### Placement by cell class, run 1

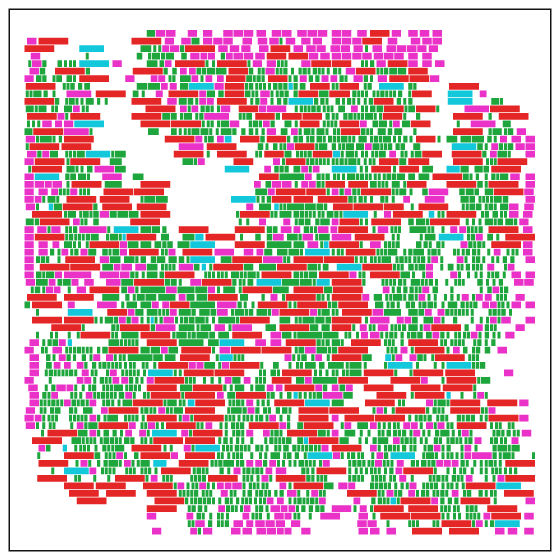
### Wiring by layer, run 1

Bar = 50 um.
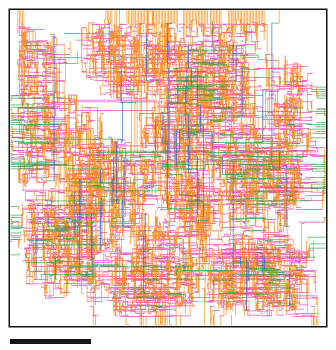
### Routed metal per tile, run 1

Bar = 50 um. The die is cut into 39 by 39 equal tiles; dark blue is low, red is high, scaled to the fullest tile. Values are wire area over tile area, all layers added.
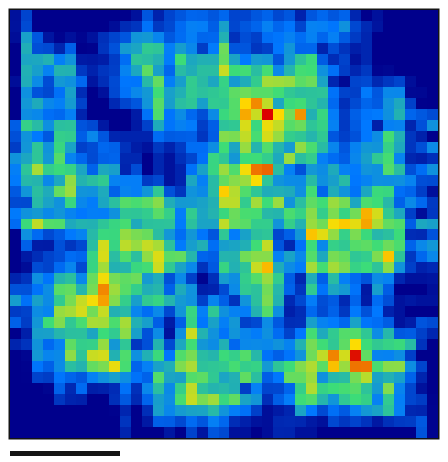
### Track usage over the die, run 1

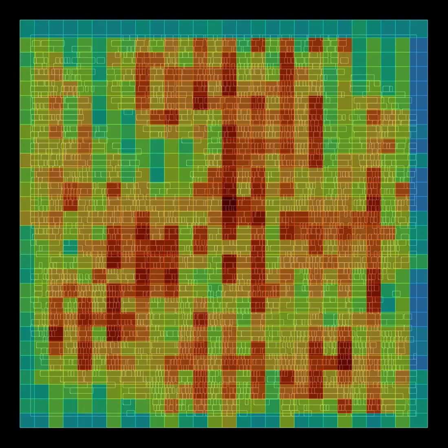
File: config.mk
export PLATFORM = sky130hd
export DESIGN_NAME = srio_prbs_lane_tester
export DESIGN_NICKNAME = d
export VERILOG_FILES = /design/src/rtl/srio_prbs_lane_tester.sv
export SDC_FILE = /design/constraint.sdc
export NUM_CORES = 1
export LEC_CHECK = 0
export ABC_AREA = 1
export CAP_MARGIN = 30
export CORE_MARGIN = 5
export CORE_UTILIZATION = 51
export DETAILED_ROUTE_END_ITERATION = 7
export PLACE_DENSITY = 0.85
export SYNTH_ARGS = -nofsm -noshare
export SYNTH_HDL_FRONTEND = slang
export SYNTH_SLANG_ARGS = --single-unit
File: constraint.sdc
create_clock -name log_clk -period 2 [get_ports log_clk]
set_input_delay 0.3 -clock log_clk [delete_from_list [all_inputs] [get_ports log_clk]]
set_output_delay 0.3 -clock log_clk [all_outputs]
set_load 0.005 [all_outputs]
File: src/rtl/srio_prbs_lane_tester.sv
// Multi-lane PRBS-7/PRBS-31 generator and self-synchronous checker for SRIO lane bring-up.
// Each lane has a HUNT/LOCKED FSM, a saturating errored-word counter and a one-shot bit-0 error injection.
module srio_prbs_lane_tester #(
  parameter int          LANES    = 4,
  parameter int          DATA_W   = 16,
  parameter logic [30:0] SEED     = 31'h7FFFFFFF,
  parameter int          LOCK_CNT = 64,
  parameter int          LOSS_CNT = 4
) (
  input  logic                      log_clk,
  input  logic                      log_rst,
  input  logic                      mode,
  input  logic                      gen_en,
  input  logic                      inj_err,
  input  logic [LANES-1:0]          inj_lane,
  input  logic                      clr_cnt,
  output logic [LANES*DATA_W-1:0]   tx_data,
  output logic                      tx_valid,
  input  logic [LANES*DATA_W-1:0]   rx_data,
  input  logic [LANES-1:0]          rx_valid,
  output logic [LANES-1:0]          lock,
  output logic [LANES*16-1:0]       err_cnt
);

  localparam int HIST_W = 31;
  localparam int GOOD_W = $clog2(LOCK_CNT + 1);
  localparam int BAD_W  = $clog2(LOSS_CNT + 1);

  typedef enum logic {HUNT, LOCKED} lane_state_t;

  logic                     mode_q;
  logic                     mode_chg;
  logic [HIST_W-1:0]        gen_state;
  logic [HIST_W-1:0]        gen_next;
  logic [DATA_W-1:0]        gen_word;
  logic                     gen_fb;
  logic                     inj_pending;
  logic [LANES-1:0]         inj_mask;
  logic                     inj_eff;
  logic [LANES-1:0]         inj_mask_eff;
  logic [HIST_W-1:0]        hist      [LANES];
  logic [HIST_W-1:0]        hist_next [LANES];
  logic [LANES-1:0]         word_bad;
  logic [HIST_W+DATA_W-1:0] chk_cat;
  logic                     chk_exp;
  lane_state_t              lane_st   [LANES];
  logic [GOOD_W-1:0]        good_run  [LANES];
  logic [BAD_W-1:0]         bad_run   [LANES];
  logic [15:0]              cnt       [LANES];

  assign mode_chg     = mode != mode_q;
  assign inj_eff      = inj_pending | inj_err;
  assign inj_mask_eff = inj_pending ? inj_mask : inj_lane;

  // State bit 0 is the most recent sequence bit; DATA_W new bits are unrolled per word, first bit to the MSB.
  always_comb begin
    gen_next = gen_state;
    gen_word = '0;
    gen_fb   = 1'b0;
    for (int j = 0; j < DATA_W; j++) begin
      gen_fb = mode ? (gen_next[30] ^ gen_next[27]) : (gen_next[6] ^ gen_next[5]);
      gen_word[DATA_W-1-j] = gen_fb;
      gen_next = {gen_next[HIST_W-2:0], gen_fb};
    end
  end

  // Received word appended below its history, so the taps of any bit may reach back into the same word.
  always_comb begin
    word_bad = '0;
    chk_cat  = '0;
    chk_exp  = 1'b0;
    for (int k = 0; k < LANES; k++) begin
      chk_cat = {hist[k], rx_data[k*DATA_W +: DATA_W]};
      for (int p = 0; p < DATA_W; p++) begin
        chk_exp = mode ? (chk_cat[p+31] ^ chk_cat[p+28]) : (chk_cat[p+7] ^ chk_cat[p+6]);
        if (chk_cat[p] != chk_exp) word_bad[k] = 1'b1;
      end
      hist_next[k] = chk_cat[HIST_W-1:0];
    end
  end

  // A mode change cycle reloads the seed and emits no word; a pending injection survives it.
  always_ff @(posedge log_clk) begin
    if (log_rst) begin
      mode_q      <= mode;
      gen_state   <= SEED;
      tx_data     <= '0;
      tx_valid    <= 1'b0;
      inj_pending <= 1'b0;
      inj_mask    <= '0;
    end else begin
      mode_q <= mode;
      if (mode_chg) begin
        gen_state   <= SEED;
        tx_valid    <= 1'b0;
        inj_pending <= inj_eff;
        inj_mask    <= inj_mask_eff;
      end else if (gen_en) begin
        gen_state   <= gen_next;
        tx_valid    <= 1'b1;
        inj_pending <= 1'b0;
        for (int k = 0; k < LANES; k++)
          tx_data[k*DATA_W +: DATA_W] <= gen_word ^ DATA_W'(inj_eff & inj_mask_eff[k]);
      end else begin
        tx_valid    <= 1'b0;
        inj_pending <= inj_eff;
        inj_mask    <= inj_mask_eff;
      end
    end
  end

  always_ff @(posedge log_clk) begin
    for (int k = 0; k < LANES; k++) begin
      if (log_rst || mode_chg) begin
        hist[k]     <= '0;
        lane_st[k]  <= HUNT;
        lock[k]     <= 1'b0;
        good_run[k] <= '0;
        bad_run[k]  <= '0;
      end else if (rx_valid[k]) begin
        hist[k] <= hist_next[k];
        case (lane_st[k])
          HUNT: begin
            if (word_bad[k]) begin
              good_run[k] <= '0;
            end else if (good_run[k] == GOOD_W'(LOCK_CNT - 1)) begin
              lane_st[k]  <= LOCKED;
              lock[k]     <= 1'b1;
              good_run[k] <= '0;
              bad_run[k]  <= '0;
            end else begin
              good_run[k] <= good_run[k] + GOOD_W'(1);
            end
          end
          LOCKED: begin
            if (!word_bad[k]) begin
              bad_run[k] <= '0;
            end else if (bad_run[k] == BAD_W'(LOSS_CNT - 1)) begin
              lane_st[k]  <= HUNT;
              lock[k]     <= 1'b0;
              good_run[k] <= '0;
              bad_run[k]  <= '0;
            end else begin
              bad_run[k] <= bad_run[k] + BAD_W'(1);
            end
          end
          default: lane_st[k] <= HUNT;
        endcase
      end
    end
  end

  // Counting uses the pre-update FSM state, so the word that drops lock is still counted.
  always_ff @(posedge log_clk) begin
    for (int k = 0; k < LANES; k++) begin
      if (log_rst || clr_cnt)
        cnt[k] <= '0;
      else if (rx_valid[k] && !mode_chg && word_bad[k] && lane_st[k] == LOCKED && cnt[k] != 16'hFFFF)
        cnt[k] <= cnt[k] + 16'd1;
    end
  end

  always_comb begin
    err_cnt = '0;
    for (int k = 0; k < LANES; k++) err_cnt[k*16 +: 16] = cnt[k];
  end

endmodule

==> impl_metrics.csv, run 1 <==
group,metric,value,unit
yosys,avgSynthCellArea,7.520,um^2
route,wl_met2,26370,um
power_and_ir_drop,pg_clk,5.90,mW
run_status,violations,"setup timing",
cts,clock-sinks,293,
yosys,synthTopCellsByCount,"748 x nand2_1, 301 x nor2_1, 292 x inv_1, 286 x nand3_1, 232 x edfxtp_1",
setup_path,worstPathRequired,2.43,ns
setup_path,reg2reg_setup_slack,-0.34,ns
floorplan,num_io_pins,211,
cts,numCtsBuffers,31,
cells_and_area,buf_share,0.2018,
power_and_ir_drop,switchingPower,4.405,mW
cells_and_area,logic_area,0.008571,mm^2
setup_path,reg2reg_depth,15,
cells_and_area,instances_no_fill,3250,
cells_and_area,fin_nets,2879,
route,vias_per_cell,5.289,
route,drc,0,
setup_path,arrival,2.77,ns
setup_path,critPathLaunch,"hist[2][26]$_SDFFCE_PN0P_",
power_and_ir_drop,swShare,0.2734,
placement,placedCellCount,3163,
power_and_ir_drop,p_int,11.71,mW
power_and_ir_drop,seq_power_share,0.447,
job,drv_cap,0,
cells_and_area,comb_cells,1622,
power_and_ir_drop,power_frac_comb,0.186,
setup_path,worstSetupPathType,"reg2reg",
floorplan,die_w,194.8,um
placement,place.gp.congestion,0.9483,
cts,cts_post_setup_buffers_inserted,13,
cts,cts_tree,"built",
power_and_ir_drop,powerDensity,658.5,mW/mm^2
cts,cts_root_buf,"clkbuf_16",
yosys,simple_gate_area_frac,0.3423,
min_path,holdCritStartpoint,"mode",
timing,tightest_slew,0.4951,ns
power_and_ir_drop,comb-power,3.00,mW
yosys,edf_count,232,
global_routing,grt_pass1_wl,79900,um
timing,setup_violations,209,
cells_and_area,comb_share,0.3502,
job,warnings,33,
power_and_ir_drop,top_power_group,"sequential cells",
yosys,yosys.area.top_type,"edfxtp_1",
yosys,most_common_cell,"nand2_1",
min_path,whs_path_depth,4,
cts,clk_latency,0.58,ns
yosys,synthTopCellsByArea,"edfxtp_1 40%, nand2_1 16%, nand3_1 8.2%",
yosys,xor_share,0.03168,
yosys,mux_share,0,
setup_path,path_cells,"inv_1 > nand2_1 > nand3_1 > nand2_1 > nand2_1 > nand2_1 > nor2_1 > nand2_1 > nor2_2 > nand2_2 > ha_4 > nand2_2 > a21oi_2 > buf_4 > a211oi_2",
setup_path,endpoint,"lock[2]$_SDFFE_PN0P_",
yosys,synthArstFlopShare,0,
timing,worst_slack,-0.3433,ns
timing,finalClockSkew,0.02952,ns
power_and_ir_drop,p_leak,11.04,nW
floorplan,rows,67,
timing,rsz0062_at_grt,"true",
cells_and_area,postLayoutCellArea,0.02447,mm^2
timing,slew_viol_final,0,
setup_path,path_common_cell,"nand2_1",
min_path,hp-class,"in2reg",
setup_path,cp_slowest_stage_delay,0.43,ns
run_status,status,"complete, but fails checks",
placement,portBuffers,210,
route,met1_length,20030,um
global_routing,grt_start_max_net_pins,42,
timing,hold_viol,0,
cts,cts-htree-levels,1,
power_and_ir_drop,total_power,16.12,mW
setup_path,worst_r2r_endpoint,"lock[2]$_SDFFE_PN0P_",
route,detail_route.first_pass.iterations,7,
global_routing,grt_pass1_vias,16710,
cells_and_area,seq_area,0.008190,mm^2
cells_and_area,layout-drive-gt1-share,0.2345,
route,drtIter0Drc,1444,
yosys,syn-cell-area,0.01742,mm^2
cells_and_area,final.clkbuf_count,39,
min_path,holdPathEnd,"mode_q$_DFF_P_",
setup_path,crit_family,"simple AND/OR/NAND/NOR gates",
Back to the opening pictures, 'Placement by cell class':
all other logic -> green  # cells 1925, share of their area 41%
other buffers and delay cells -> magenta  # cells 526, share of their area 21%
flops -> red  # cells 293, share of their area 34%
clock drivers and dummy loads -> cyan  # cells 58, share of their area 4.4%

Back to the opening pictures, 'Wiring by layer':
met2 -> orange  # wire length 26.4 mm
met1 -> magenta  # wire length 20.0 mm
met4 -> blue  # wire length 1710 um
met3 -> green  # wire length 3600 um

Back to the opening pictures, 'Routed metal per tile':
mean over tiles = 0.22
nearly empty tiles = 11%
fullest tile = 0.76
tiles over half the peak = 17%
gr usage total: 0.2470
vias post-DR: 17190
Avg WL per Cell: 15.91 um
Total Wirelength: 51710 um

Back to the opening pictures, 'Track usage over the die':
Final Core Density: 0.7280
met2 Use GR: 0.4411
met3 Use GR: 0.03878
layer with the highest usage: met2
met1 Use GR: 0.3091

==> run 1: placed cells by master, fill, tap and decap left out, types with 23 or more instances in the layout <==
cell type / netlist / layout
edfxtp_1: 232 / 232
nand2_4: 0 / 23
nor2_4: 1 / 33
inv_1: 292 / 265
nand3_2: 4 / 35
nand2_2: 8 / 41
clkbuf_16: 0 / 39
xor2_1: 43 / 43
nor2_1: 301 / 242
nor2_2: 7 / 34
nand3_1: 286 / 245
clkdlybuf4s50_1: 0 / 209
buf_4: 54 / 267
nand2_1: 748 / 692
o21ai_0: 27 / 25
inv_2: 9 / 31
dfxtp_1: 61 / 59
==> run 1: flip-flops by register name, indices dropped and copies added, names as in the netlist, 4 cells and up <==
name / cells
good_run: 28
cnt: 64
bad_run: 12
tx_data: 19
lane_st: 4
inj_mask: 4
lock: 4
hist: 124
gen_state: 31
## Run 2: what changed since run 1
- CAP_MARGIN: 30 -> 20
### Track usage over the die, run 2

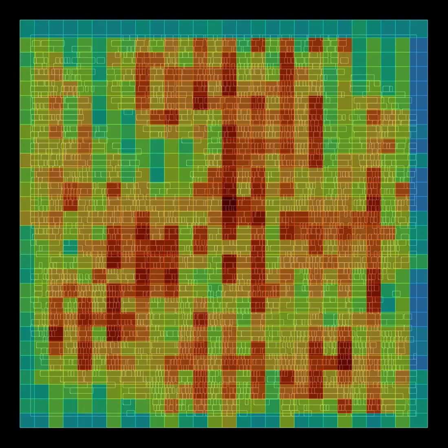

### Placement by cell class, run 2

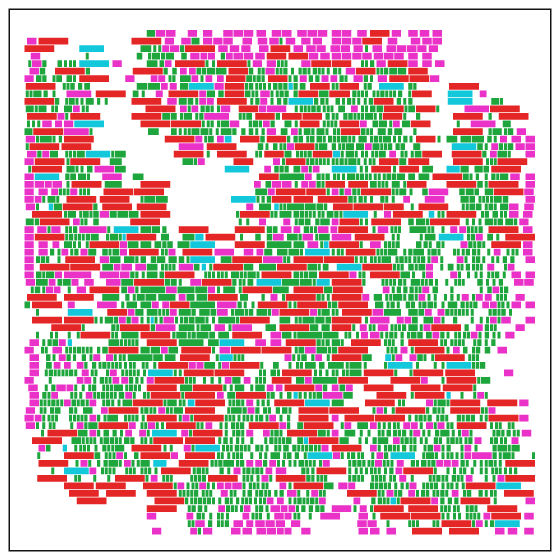
all other logic -> green  # cells 1925, share of their area 41%
flops -> red  # cells 293, share of their area 34%
other buffers and delay cells -> magenta  # cells 526, share of their area 21%
clock drivers and dummy loads -> cyan  # cells 58, share of their area 4.4%

==> run 2 against run 1 <==
Effect of this change:
- the flow still finishes with violations (setup timing)
- register-to-register slack about the same
- die area is the same
- routed wire length stayed put
- count of clock-buffer cells in the layout unchanged
- sequential share of layout area stayed put
- sequential cell count unchanged
- clock skew stayed put
- fmax unchanged
- critical path depth unchanged
- highest routed layer unchanged
==> impl_metrics.csv, run 2 <==
group,metric,value,unit
run_status,status,"complete, but fails checks",
run_status,violations,"setup timing",
route,detail_route.first_pass.iterations,7,
yosys,mux_share,0,
global_routing,use_met2,0.4411,
cells_and_area,max_flop_register,"hist",
placement,placedCellCount,3163,
cells_and_area,seq_share,0.3347,
yosys,avgSynthCellArea,7.520,um^2
power_and_ir_drop,p_int,11.71,mW
power_and_ir_drop,seq_power_share,0.447,
power_and_ir_drop,power_frac_comb,0.186,
setup_path,critPathLaunch,"hist[2][26]$_SDFFCE_PN0P_",
cts,cts_resized,142,
global_routing,grt_pass1_vias,16710,
yosys,simple_gate_area_frac,0.3423,
setup_path,arrival,2.77,ns
job,drv_cap,0,
timing,tightest_slew,0.4951,ns
route,drt-total-wl,51710,um
route,wl_met2,26370,um
cts,clk_latency,0.58,ns
floorplan,die_w,194.8,um
route,wl_met3,3599,um
timing,hold_viol,0,
cts,cts_tree,"built",
route,met1_length,20030,um
setup_path,worstSetupPathType,"reg2reg",
timing,rsz0062_at_grt,"true",
cells_and_area,fin_util,0.7280,
global_routing,grt_pass1_wl,79900,um
cells_and_area,postLayoutCellArea,0.02447,mm^2
timing,min_period_over_period,1.172,
timing,worst_slack,-0.3433,ns
power_and_ir_drop,switchingPower,4.405,mW
yosys,yosys_cells,2316,
cts,numCtsBuffers,31,
route,drc,0,
cells_and_area,fin_nets,2879,
placement,portBuffers,210,
global_routing,use_met1,0.3091,
yosys,syn-cell-area,0.01742,mm^2
yosys,top_area_frac,0.4000,
cells_and_area,final.clkbuf_count,39,
cells_and_area,layout-drive-gt1-share,0.2345,
route,drtIter0Drc,1444,
yosys,synthArstFlopShare,0,
cells_and_area,instances_no_fill,3250,
yosys,synthTopCellsByCount,"748 x nand2_1, 301 x nor2_1, 292 x inv_1, 286 x nand3_1, 232 x edfxtp_1",
power_and_ir_drop,swShare,0.2734,
power_and_ir_drop,total_power,16.12,mW
cells_and_area,largestRegisters,"hist x124, cnt x64, gen_state x31",
setup_path,path_cells,"inv_1 > nand2_1 > nand3_1 > nand2_1 > nand2_1 > nand2_1 > nor2_1 > nand2_1 > nor2_2 > nand2_2 > ha_4 > nand2_2 > a21oi_2 > buf_4 > a211oi_2",
power_and_ir_drop,p_leak,11.04,nW
cells_and_area,largest_register_ffs,124,
global_routing,track_usage,0.2470,
yosys,edf_count,232,
global_routing,grt_use_met3,0.03878,
setup_path,path_common_cell,"nand2_1",
yosys,synthTopCellsByArea,"edfxtp_1 40%, nand2_1 16%, nand3_1 8.2%",
cts,cts-htree-levels,1,
global_routing,top_usage_layer,"met2",
setup_path,crit_family,"simple AND/OR/NAND/NOR gates",
placement,place.gp.congestion,0.9483,
floorplan,num_io_pins,211,
min_path,holdCritStartpoint,"mode",
timing,slew_viol_final,0,
cts,clock-sinks,293,
cells_and_area,logic_area,0.008571,mm^2
timing,finalClockSkew,0.02952,ns
yosys,xor_share,0.03168,
setup_path,worstPathRequired,2.43,ns
yosys,most_common_cell,"nand2_1",
timing,setup_violations,209,
cts,cts_root_buf,"clkbuf_16",
global_routing,grt_start_max_net_pins,42,
min_path,hp-class,"in2reg",
cells_and_area,comb_share,0.3502,
cells_and_area,seq_area,0.008190,mm^2
cells_and_area,comb_cells,1622,
power_and_ir_drop,powerDensity,658.5,mW/mm^2
setup_path,cp_slowest_stage_delay,0.43,ns
cells_and_area,buf_share,0.2018,
route,vias_per_cell,5.289,
yosys,synth_seq_share,0.4701,
cells_and_area,layout.cells.most_common,"nand2_1",
route,vias,17190,
route,wl_per_cell,15.91,um
job,warnings,33,
-- run 2: cell counts after synthesis --
Identical to the previous run, type by type.
-- run 2: power by group through the flow --
stage          sequential [mW]  clock (mW)  combinational, mW
3_5_place_dp              7.31           0               2.67
2_1_floorplan             7.27           0               1.44
6_report                  7.21        5.90               3.00
5_1_grt                   7.25        6.25               3.29
3_3_place_gp              7.29           0               2.59
4_1_cts                   7.19        5.97               2.79
-- run 2: final timing paths --
kind	end	slack [ns]	cells past startpoint
worst max-delay path	lock[2]$_SDFFE_PN0P_	-0.34	15
worst min-delay path	mode_q$_DFF_P_	0.40	4
worst max register to register	lock[2]$_SDFFE_PN0P_	-0.34	15
worst min register to register	tx_data[0]$_SDFFE_PP0P_	0.46	2
Power figures rest on the tool's default switching activity, not on a simulated workload.
